$ cat src/rtl/serial_subtractor.sv
// serial_subtractor
//   Bit-serial unsigned subtractor: diff = a - b (mod 2^WIDTH) and a borrow flag
//   that is 1 iff a < b. The datapath is one full-subtractor cell, a borrow flop,
//   operand shift registers, a result shift register and a bit counter. One bit
//   is processed per clock, LSB first.
//
// Ports
//   clk         in   1      rising-edge clock
//   rst_n       in   1      synchronous, active-low reset
//   in_valid    in   1      operands a/b valid
//   in_ready    out  1      block can accept operands (high only in IDLE)
//   a           in   WIDTH  minuend, unsigned
//   b           in   WIDTH  subtrahend, unsigned
//   out_valid   out  1      diff/borrow_out valid (high only in DONE)
//   out_ready   in   1      consumer accepts result
//   diff        out  WIDTH  a - b modulo 2^WIDTH
//   borrow_out  out  1      final borrow out of the MSB
//   dbg_state   out  2      current FSM state (IDLE=0, SHIFT=1, DONE=2)
//
// Handshake: a transfer happens on a rising edge where valid && ready are both
// high. in_valid is only sampled in IDLE; diff/borrow_out are held stable while
// out_valid is high and out_ready is low, and out_ready is ignored otherwise.

module serial_subtractor #(
    parameter int WIDTH = 8
) (
    input  logic             clk,
    input  logic             rst_n,
    input  logic             in_valid,
    output logic             in_ready,
    input  logic [WIDTH-1:0] a,
    input  logic [WIDTH-1:0] b,
    output logic             out_valid,
    input  logic             out_ready,
    output logic [WIDTH-1:0] diff,
    output logic             borrow_out,
    output logic [1:0]       dbg_state
);

    localparam int CW = (WIDTH > 1) ? $clog2(WIDTH) : 1;
    localparam logic [CW-1:0] LAST_BIT = CW'(WIDTH - 1);

    typedef enum logic [1:0] {
        IDLE  = 2'd0,
        SHIFT = 2'd1,
        DONE  = 2'd2
    } state_t;

    state_t           state;
    state_t           state_next;

    logic [WIDTH-1:0] sa;
    logic [WIDTH-1:0] sb;
    logic [WIDTH-1:0] res;
    logic             br;
    logic             br_out;
    logic [CW-1:0]    cnt;

    logic             d;
    logic             br_next;
    logic             last_bit;

    // Full-subtractor cell on the current LSBs.
    assign d        = sa[0] ^ sb[0] ^ br;
    assign br_next  = (~sa[0] & sb[0]) | (~(sa[0] ^ sb[0]) & br);
    assign last_bit = (cnt == LAST_BIT);

    // Handshake outputs are decoded from the state register only.
    assign in_ready   = (state == IDLE);
    assign out_valid  = (state == DONE);
    assign diff       = res;
    assign borrow_out = br_out;
    assign dbg_state  = state;

    // State register
    always_ff @(posedge clk) begin
        if (!rst_n) begin
            state <= IDLE;
        end else begin
            state <= state_next;
        end
    end

    // Next-state logic
    always_comb begin
        state_next = state;
        case (state)
            IDLE:    if (in_valid)  state_next = SHIFT;
            SHIFT:   if (last_bit)  state_next = DONE;
            DONE:    if (out_ready) state_next = IDLE;
            default:                state_next = IDLE;
        endcase
    end

    // Datapath
    always_ff @(posedge clk) begin
        if (!rst_n) begin
            sa     <= '0;
            sb     <= '0;
            res    <= '0;
            br     <= 1'b0;
            br_out <= 1'b0;
            cnt    <= '0;
        end else begin
            case (state)
                IDLE: begin
                    if (in_valid) begin
                        sa  <= a;
                        sb  <= b;
                        br  <= 1'b0;
                        cnt <= '0;
                    end
                end
                SHIFT: begin
                    // Result bits enter at the MSB, so after WIDTH shifts bit 0
                    // of the difference has reached res[0].
                    res <= {d, res[WIDTH-1:1]};
                    sa  <= sa >> 1;
                    sb  <= sb >> 1;
                    br  <= br_next;
                    if (last_bit) begin
                        br_out <= br_next;
                    end else begin
                        cnt <= cnt + CW'(1);
                    end
                end
                default: begin
                    // DONE: hold results until the consumer takes them; they
                    // also remain on the ports after returning to IDLE.
                end
            endcase
        end
    end

endmodule

$ cat config.mk
export PLATFORM = sky130hd
export DESIGN_NAME = serial_subtractor
export DESIGN_NICKNAME = d
export VERILOG_FILES = /design/src/rtl/serial_subtractor.sv
export SDC_FILE = /design/constraint.sdc
export NUM_CORES = 1
export LEC_CHECK = 0
export CORE_ASPECT_RATIO = 1.4
export CORE_UTILIZATION = 52
export CTS_CLUSTER_DIAMETER = 80
export DETAILED_ROUTE_END_ITERATION = 8
export HOLD_SLACK_MARGIN = 0.15
export PLACE_DENSITY = 0.91
export SLEW_MARGIN = 40
export SYNTH_ARGS = -nofsm -noshare
export SYNTH_HDL_FRONTEND = slang
export SYNTH_SLANG_ARGS = --single-unit
$ cat constraint.sdc
create_clock -name clk -period 2.7 [get_ports clk]
set_input_delay 0.54 -clock clk [delete_from_list [all_inputs] [get_ports clk]]
set_output_delay 0.54 -clock clk [all_outputs]
set_load 0.02 [all_outputs]
Figure 1. The clock network (run 1).
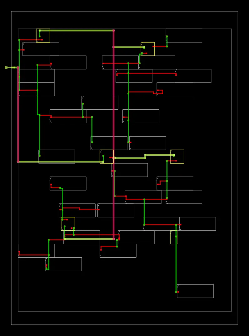
clock sink count: 31
clock tree skew after final layout: 0.00440 ns
power consumed by the clock network: 0.000234 W
clk_lat worst skew: 0.33 ns

Figure 2. Clock distribution (run 1).
(8 px per µm)
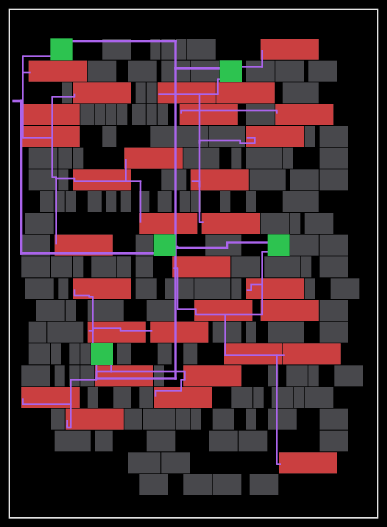
- purple: clock wires (length 357 µm)
- green: cells driving clock nets (count 5)
- red: flip-flops (count 31)
- flops lie: all over the die
- routed clock nets: 6

Figure 3. Placement by cell class (run 1).
(4 px per µm)
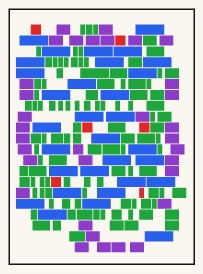
- green: all other logic (cells 105; share of their area 41%)
- blue: flip-flops (cells 31; share of their area 37%)
- red: clock drivers and dummy loads (cells 6; share of their area 2.4%)
- purple: other buffers and delay cells (cells 33; share of their area 19%)
area of the placeable core: 2470 µm²
total number of placement rows: 21
utilization after layout: 70.2%
flop share of the area: 35.8%
final design area excluding fillers: 1730 µm²

Figure 4. Port wiring (run 1).
(8 px per µm)
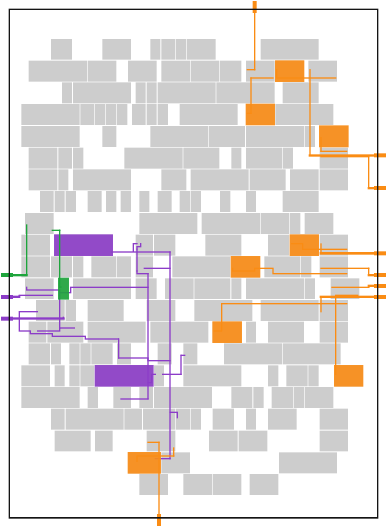
- green: `out_ready` (bits 1; direction input; edge west; end cells 1; wire 16.2 µm)
- orange: `a` (bits 8; direction input; edge 6 east, 1 north, 1 south; end cells 8; wire 160 µm)
- purple: `dbg_state` (bits 2; direction output; edge west; end cells 2; wire 138 µm)
total of buffers placed on input and output ports: 32
number of placed I/O pins: 33

-- run 1: logic make-up (layout without fill, tap and decap cells) --
kind of cell | after synthesis | count (layout) | synth area share, %
simple gates | 48 | 48 | 15.6
fa+ha+maj | 3 | 3 | 3.22
compound gates | 35 | 35 | 19.8
mux | 14 | 14 | 10.0
flops | 31 | 31 | 44.3
buf+inv | 15 | 44 | 6.97
-- run 1: state kept, by name, indices dropped and copies added, names as in the netlist --
name,cells
sa,8
borrow_out,1
cnt,3
br,1
diff,8
sb,8
dbg_state,2
-- run 1: power by group --
| part | total (W) | switching [W] | internal [W] |
|---|---|---|---|
| sequential | 0.000501 | 0.0000168 | 0.000484 |
| combinational | 0.000157 | 0.0000801 | 0.0000767 |
| clock | 0.000234 | 0.000142 | 0.0000923 |
| total | 0.000891 | 0.000238 | 0.000653 |
-- run 1: layer usage --
layer	up-vias	wire [µm]	GRT usage, %
met5	-	0	0
met4	0	61	9.93
met3	6	155	7.16
met2	36	1400	35.7
met1	516	1170	22.9
li1	565	-	-
-- run 1: cell type report --
class                   count  area [µm²]  area share (%)
repair buffers             33         328            18.9
clock buffers               6        41.3            2.38
well taps                  34        42.5            2.45
flip-flops and latches     31         621            35.8
inverters                   5        18.8            1.08
multi-input cells         100         682            39.4
-- run 1: worst max-delay path: stages (launching register included) --
cell and delay [ns]:
sky130_fd_sc_hd__dfxtp_1 0.53, sky130_fd_sc_hd__nor2b_1 0.23, sky130_fd_sc_hd__clkdlybuf4s50_1 0.63
-- run 1: stage by stage --
stage	util, %	area (µm²)
floorplan	-	1400
global route	70.2	1730
finish	70.2	1730
detailed placement	68.5	1690
global placement	68.5	1690
CTS	70.2	1730
==> summary.log, run 1 <==
INFO  timing         max_slew_violation_count=0
INFO  synth          ys_cells=146
INFO  routing        route.detailed.vias_per_inst=5.37
INFO  setup_path     worst-endpoint-arrival=1.71ns
INFO  floorplanning  chip_area=2910µm²
INFO  timing         final_period_minus_worst_setup_slack=2.25ns
INFO  run            warning_count=26
INFO  timing         max_freq=0.444GHz
INFO  power          total_power=0.000891W
INFO  routing        final_antenna_net_count=0
INFO  synth          yosys-top-cells-count=sky130_fd_sc_hd__dfxtp_1, sky130_fd_sc_hd__nand2_1, sky130_fd_sc_hd__nor2_1, sky130_fd_sc_hd__mux2i_1, sky130_fd_sc_hd__a21oi_1
INFO  routing        detailed_routing_iteration_count_for_the_pre_antenna_repair_pass=4
INFO  setup_path     critical_path.startpoint_type=flop
INFO  floorplanning  horizontal_die_dimension=45.9µm
INFO  place          place.detailed.hpwl=1950µm
INFO  clocking       cts.reportedPaths.clkPinSlew=0.09ns
INFO  worst_hold_path worst_hold_path_type=reg2reg
INFO  synth          synth_cell_types=27
INFO  worst_hold_path timing.hold.worst_path_depth=2
INFO  timing         tightest_slew=0.688ns
INFO  cells_and_area final_cell_mix=sky130_fd_sc_hd__clkdlybuf4s50_1, sky130_fd_sc_hd__dfxtp_1, sky130_fd_sc_hd__nand2_1
INFO  place          placement.setup.worst_slack=0.586ns
INFO  worst_hold_path holdCritStartpoint=cnt[1]$_SDFFE_PN0P_
INFO  clocking       postCtsHoldBufs=0
INFO  synth          post_synth_inst_count=146
INFO  setup_path     ff2ff_path_depth=4
INFO  timing         timing.hold.ws=0.471ns
INFO  clocking       post_cts.resized_instances=0
INFO  clocking       cts_inserted_buffers=5
INFO  cells_and_area instances_no_fill=209
INFO  routing        drt_wl_total=2780µm
INFO  setup_path     worst_setup_path_startpoint=dbg_state[1]$_SDFFE_PN0P_
INFO  synth          post-synth-top-count-cell=sky130_fd_sc_hd__dfxtp_1
INFO  synth          synth_area=1400µm²
INFO  routing        routedWlPerCell=13.3µm
INFO  synth          ys_chip_area=1400µm²
INFO  timing         finalCritPeriodShare=83.4%
INFO  routing        drtIter0Drc=17
INFO  cells_and_area layout.nets=199
INFO  cells_and_area drive_above_1_share=10.3%
INFO  setup_path     crit_path_max_fanout=12
INFO  grt            antenna_violations_before_repair=0
INFO  floorplanning  floorplan.initialDensity=56.7%
INFO  routing        drt_drc_violations_left=0
INFO  cells_and_area insertedDiodeCount=0
INFO  power          ir_worst_vdd=0.341mV
INFO  power          power.density=514nW/µm²
INFO  clocking       clock_tree_from_tritoncts=done
INFO  clocking       cts_buffer_depth=2
INFO  setup_path     timing.critical_path.to=out_valid
INFO  timing         setup_viol=0
INFO  grt            grt_start_max_net_pins=30
INFO  synth          netlist.top_cell.by_area=sky130_fd_sc_hd__dfxtp_1
INFO  grt            gr-usage-all-layers=21.4%
INFO  cells_and_area area_growth_syn_to_layout=23.8%
INFO  worst_hold_path worst_hold_endpoint=cnt[1]$_SDFFE_PN0P_
INFO  setup_path     regToRegSetupSlack=0.87ns
INFO  synth          synth.net_count=169
INFO  setup_path     rr_startpoint=dbg_state[0]$_SDFFE_PN0P_
INFO  cells_and_area layout.cells.most_common=sky130_fd_sc_hd__clkdlybuf4s50_1
INFO  place          gp_congestion=0.741
INFO  timing         setup_repair_after_global_routing_missed_its_margin=false
INFO  synth          synth-edff-count=0
INFO  synth          synth-seq-area-share=44.3%
INFO  place          place_inst=203
INFO  cells_and_area fill_cells=217
INFO  timing         finalHoldViolCount=0
INFO  synth          yosysTopAreaCellShare=44.3%
INFO  clocking       post-cts-setup-buffers=0
INFO  timing         worst_slew_margin_rel=54.1%
INFO  clocking       htreeDepth=2
INFO  clocking       cts_root_buf=sky130_fd_sc_hd__clkbuf_4
INFO  timing         postLayoutSetupSlackWorst=0.447ns
INFO  setup_path     critical_path.reg2reg.endpoint=sb[6]$_SDFFE_PN0P_
INFO  synth          synth.area.top_cells=sky130_fd_sc_hd__dfxtp_1, sky130_fd_sc_hd__mux2i_1, sky130_fd_sc_hd__a211oi_2
INFO  status         outcome=completed
INFO  run            cap_violations=0
INFO  synth          synth_flop_count=31
INFO  power          cellLeakagePower=0.630nW
INFO  timing         setup_tns=0ns
INFO  synth          synth_top_flop_cell=sky130_fd_sc_hd__dfxtp_1
INFO  floorplanning  chipHeight=63.4µm
INFO  setup_path     type_of_the_worst_setup_path=reg2out
INFO  setup_path     endpoint_kind=primary output
INFO  synth          synthArstFlopShare=0%
INFO  grt            grt_pass1_wl=4460µm
INFO  synth          syn_area_per_cell=9.59µm²
INFO  setup_path     cp.required=2.16ns
INFO  synth          yosysWarningCount=0
INFO  grt            vias_in_the_first_global_route=1068
INFO  routing        dr_total_vias=1123
==> run 1 -> run 2 <==
--- a/config.mk
+++ b/config.mk
@@ -6,11 +6,11 @@
 export NUM_CORES = 1
 export LEC_CHECK = 0
 export CORE_ASPECT_RATIO = 1.4
-export CORE_UTILIZATION = 52
+export CORE_UTILIZATION = 44
 export CTS_CLUSTER_DIAMETER = 80
 export DETAILED_ROUTE_END_ITERATION = 8
 export HOLD_SLACK_MARGIN = 0.15
-export PLACE_DENSITY = 0.91
+export PLACE_DENSITY = 0.83
 export SLEW_MARGIN = 40
 export SYNTH_ARGS = -nofsm -noshare
 export SYNTH_HDL_FRONTEND = slang
==> constraint.sdc (replaced) <==
create_clock -name clk -period 1.92 [get_ports clk]
set_input_delay 0.384 -clock clk [delete_from_list [all_inputs] [get_ports clk]]
set_output_delay 0.384 -clock clk [all_outputs]
set_load 0.02 [all_outputs]
Figure 5. M3 wires (run 2).
(6 px per µm) Cells faint in the background.
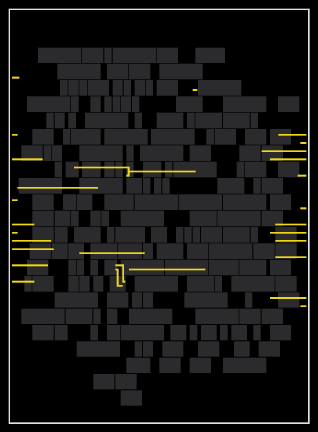
- main direction: horizontal
- share of all routed wire: 5.1%
total length of routed wires: 2830 µm
vias post-DR: 1138

==> run 2 against run 1 <==
  * Combinational power rose by 48%
  * Cell area rose by 5.4%
  * Global-route usage down 2.8 points
  * Via count grew 1.3%
  * Non-clock buffer count grew 5
  * Core utilization fell by 7.9 points
  * First-iteration DRC count down 5.9%
  * Sequential power increased by 41%
==> summary.log, run 2 <==
INFO  cells_and_area final_cell_mix=sky130_fd_sc_hd__clkdlybuf4s50_1, sky130_fd_sc_hd__dfxtp_1, sky130_fd_sc_hd__nand2_1
INFO  cells_and_area inv_count=5
INFO  synth          synth_area=1400µm²
INFO  worst_hold_path worst_hold_path_type=reg2reg
INFO  timing         finalCritPeriodShare=96.9%
INFO  cells_and_area comb_share=37.3%
INFO  setup_path     crit_path_max_fanout=9
INFO  synth          yosys-top-cells-count=sky130_fd_sc_hd__dfxtp_1, sky130_fd_sc_hd__nand2_1, sky130_fd_sc_hd__nor2_1, sky130_fd_sc_hd__mux2i_1, sky130_fd_sc_hd__a21oi_1
INFO  setup_path     type_of_the_worst_setup_path=reg2out
INFO  cells_and_area dominant-cell-class=multi-input combinational cells
INFO  run            warning_count=26
INFO  timing         tightest_slew=0.315ns
INFO  cells_and_area stdcell_area=1830µm²
INFO  clocking       post_cts.resized_instances=0
INFO  clocking       clkSinkCount=31
INFO  synth          ys_cells=146
INFO  power          net-switching-power=0.000366W
INFO  timing         max_slew_violation_count=0
INFO  synth          ys_chip_area=1400µm²
INFO  clocking       cts.reportedPaths.clkPinSlew=0.06ns
INFO  timing         postLayoutSetupSlackWorst=0.0604ns
INFO  grt            antenna_violations_before_repair=0
INFO  clocking       htreeDepth=2
INFO  cells_and_area fill_cells=280
INFO  synth          yosysTopAreaCellShare=44.3%
INFO  cells_and_area non_clock_buffer_count=38
INFO  cells_and_area post-route-util=62.2%
INFO  floorplanning  rows=23
INFO  power          power.density=777nW/µm²
INFO  place          placement.io_buffers=32
INFO  setup_path     worst-endpoint-arrival=1.48ns
INFO  cells_and_area instances_no_fill=219
INFO  routing        drt_drc_violations_left=0
INFO  cells_and_area layout.nets=204
INFO  power          share_clk_of_total_power=33.9%
INFO  cells_and_area sequential_cell_area=621µm²
INFO  power          comb_power_share=16.4%
INFO  place          placement.setup.worst_slack=0.234ns
INFO  floorplanning  number_of_placed_i_o_pins=33
INFO  cells_and_area bufAreaShareNonClock=20.7%
INFO  setup_path     cpPeakStageDelay=0.61ns
INFO  routing        drtIter0Drc=16
INFO  timing         setup_repair_after_global_routing_missed_its_margin=false
INFO  timing         finalHoldViolCount=0
INFO  setup_path     critical_path.startpoint_type=flop
INFO  setup_path     endpoint_kind=primary output
INFO  setup_path     cp.required=1.54ns
INFO  clocking       cts_root_buf=sky130_fd_sc_hd__clkbuf_8
INFO  worst_hold_path timing.hold.worst_path_depth=2
INFO  cells_and_area nMultiInputCombCells=100
INFO  clocking       clock_tree_from_tritoncts=done
INFO  cells_and_area n_clock_buffer=7
INFO  grt            grt_start_max_net_pins=30
INFO  place          gp_congestion=0.704
INFO  setup_path     ff2ff_path_depth=5
INFO  power          total_power=0.00142W
INFO  grt            gr-usage-all-layers=18.5%
INFO  setup_path     critical_path.cell_chain=buf_4, nor2_1, clkdlybuf4s50_1
INFO  timing         setup_tns=0ns
INFO  routing        final_antenna_net_count=0
INFO  place          place_inst=211
INFO  timing         setup_viol=0
INFO  synth          synthArstFlopShare=0%
INFO  power          p_comb=0.000233W
INFO  power          dominant_power_group=registers
INFO  synth          synth-edff-count=0
INFO  grt            grt_pass1_wl=4750µm
INFO  timing         worst_slew_margin_rel=79.0%
INFO  floorplanning  core-area=2940µm²
INFO  synth          post-synth-top-count-cell=sky130_fd_sc_hd__dfxtp_1
INFO  power          sequentialPowerShare=49.6%
INFO  synth          netlist.top_cell.by_area=sky130_fd_sc_hd__dfxtp_1
INFO  cells_and_area seqAreaFraction=34.0%
INFO  cells_and_area clock_tree_area_fraction=4.45%
INFO  timing         timing.hold.ws=0.462ns
INFO  routing        detailed_routing_iteration_count_for_the_pre_antenna_repair_pass=4
INFO  power          sw_frac_of_total=25.8%
INFO  synth          synth-seq-area-share=44.3%
INFO  power          cellLeakagePower=0.678nW
INFO  floorplanning  well_tap_count=37
INFO  setup_path     cpMaxStageDelayCell=sky130_fd_sc_hd__clkdlybuf4s50_1
INFO  cells_and_area final-comb-area=682µm²
INFO  synth          yosysWarningCount=0
INFO  clocking       post-cts-setup-buffers=0
INFO  synth          synth.net_count=169
INFO  grt            vias_in_the_first_global_route=1155
INFO  floorplanning  horizontal_die_dimension=49.7µm
INFO  status         outcome=completed
INFO  floorplanning  chip_area=3410µm²
INFO  routing        route.detailed.vias_per_inst=5.20
INFO  routing        routedWlPerCell=12.9µm
INFO  floorplanning  floorplan.initialDensity=47.7%
INFO  floorplanning  chipHeight=68.7µm
INFO  clocking       postCtsHoldBufs=0
INFO  power          ir_worst_vdd=0.531mV
INFO  power          seq_cell_power=0.000704W
Figure 6. The clock network (run 2).
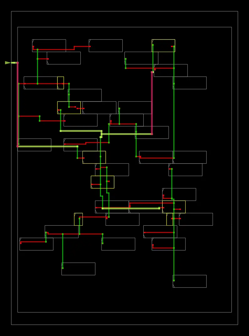
clock tree skew after final layout: 0.00425 ns
flip-flop and latch count: 31
clk_lat worst skew: 0.28 ns
power consumed by the clock network: 0.000481 W
Inserted Clock Buffers: 5

## run 2: netlist changes by cell type in the layout (fill, tap and decap cells not counted)
cell and change:
sky130_fd_sc_hd__clkbuf_8 +5, sky130_fd_sc_hd__clkbuf_4 -5, sky130_fd_sc_hd__clkbuf_1 +1, sky130_fd_sc_hd__buf_4 +4, sky130_fd_sc_hd__clkinv_2 +1, sky130_fd_sc_hd__buf_12 +1
## run 2: worst paths after layout
check                                 start                  end  slack [ns]
setup / recovery  dbg_state[1]$_SDFFE_PN0P_             in_ready        0.06
hold / removal          cnt[2]$_SDFFE_PN0P_  cnt[2]$_SDFFE_PN0P_        0.46
setup reg to reg  dbg_state[0]$_SDFFE_PN0P_   sa[0]$_SDFFE_PN0P_        0.43
hold reg to reg         cnt[2]$_SDFFE_PN0P_  cnt[2]$_SDFFE_PN0P_        0.46
## run 2: per-layer routing
metal  wire, µm  global-route usage, %  vias up
met3        145                   4.82        4
met1       1240                   20.2      522
met5          0                      0        -
met2       1400                   33.3       33
li1           -                      -      579
met4         31                   9.29        0
## run 2: critical path: cells and delay by family (launching register included)
kind          cells  cell delay [ns]
buf+inv           2             0.77
flops             1             0.33
simple gates      1             0.10
## run 2: kinds of logic (layout without fill, tap and decap cells)
| family | count (synthesis) | count (layout) | share of synthesized area, % |
|---|---|---|---|
| AND/OR/NAND/NOR | 48 | 48 | 15.6 |
| adder cells (fa/ha/maj) | 3 | 3 | 3.22 |
| AND-OR/OR-AND | 35 | 35 | 19.8 |
| buffers and inverters | 15 | 51 | 6.97 |
| flip-flops | 31 | 31 | 44.3 |
| multiplexers | 14 | 14 | 10.0 |
No activity file was given, so power comes from the tool's default toggle rates.
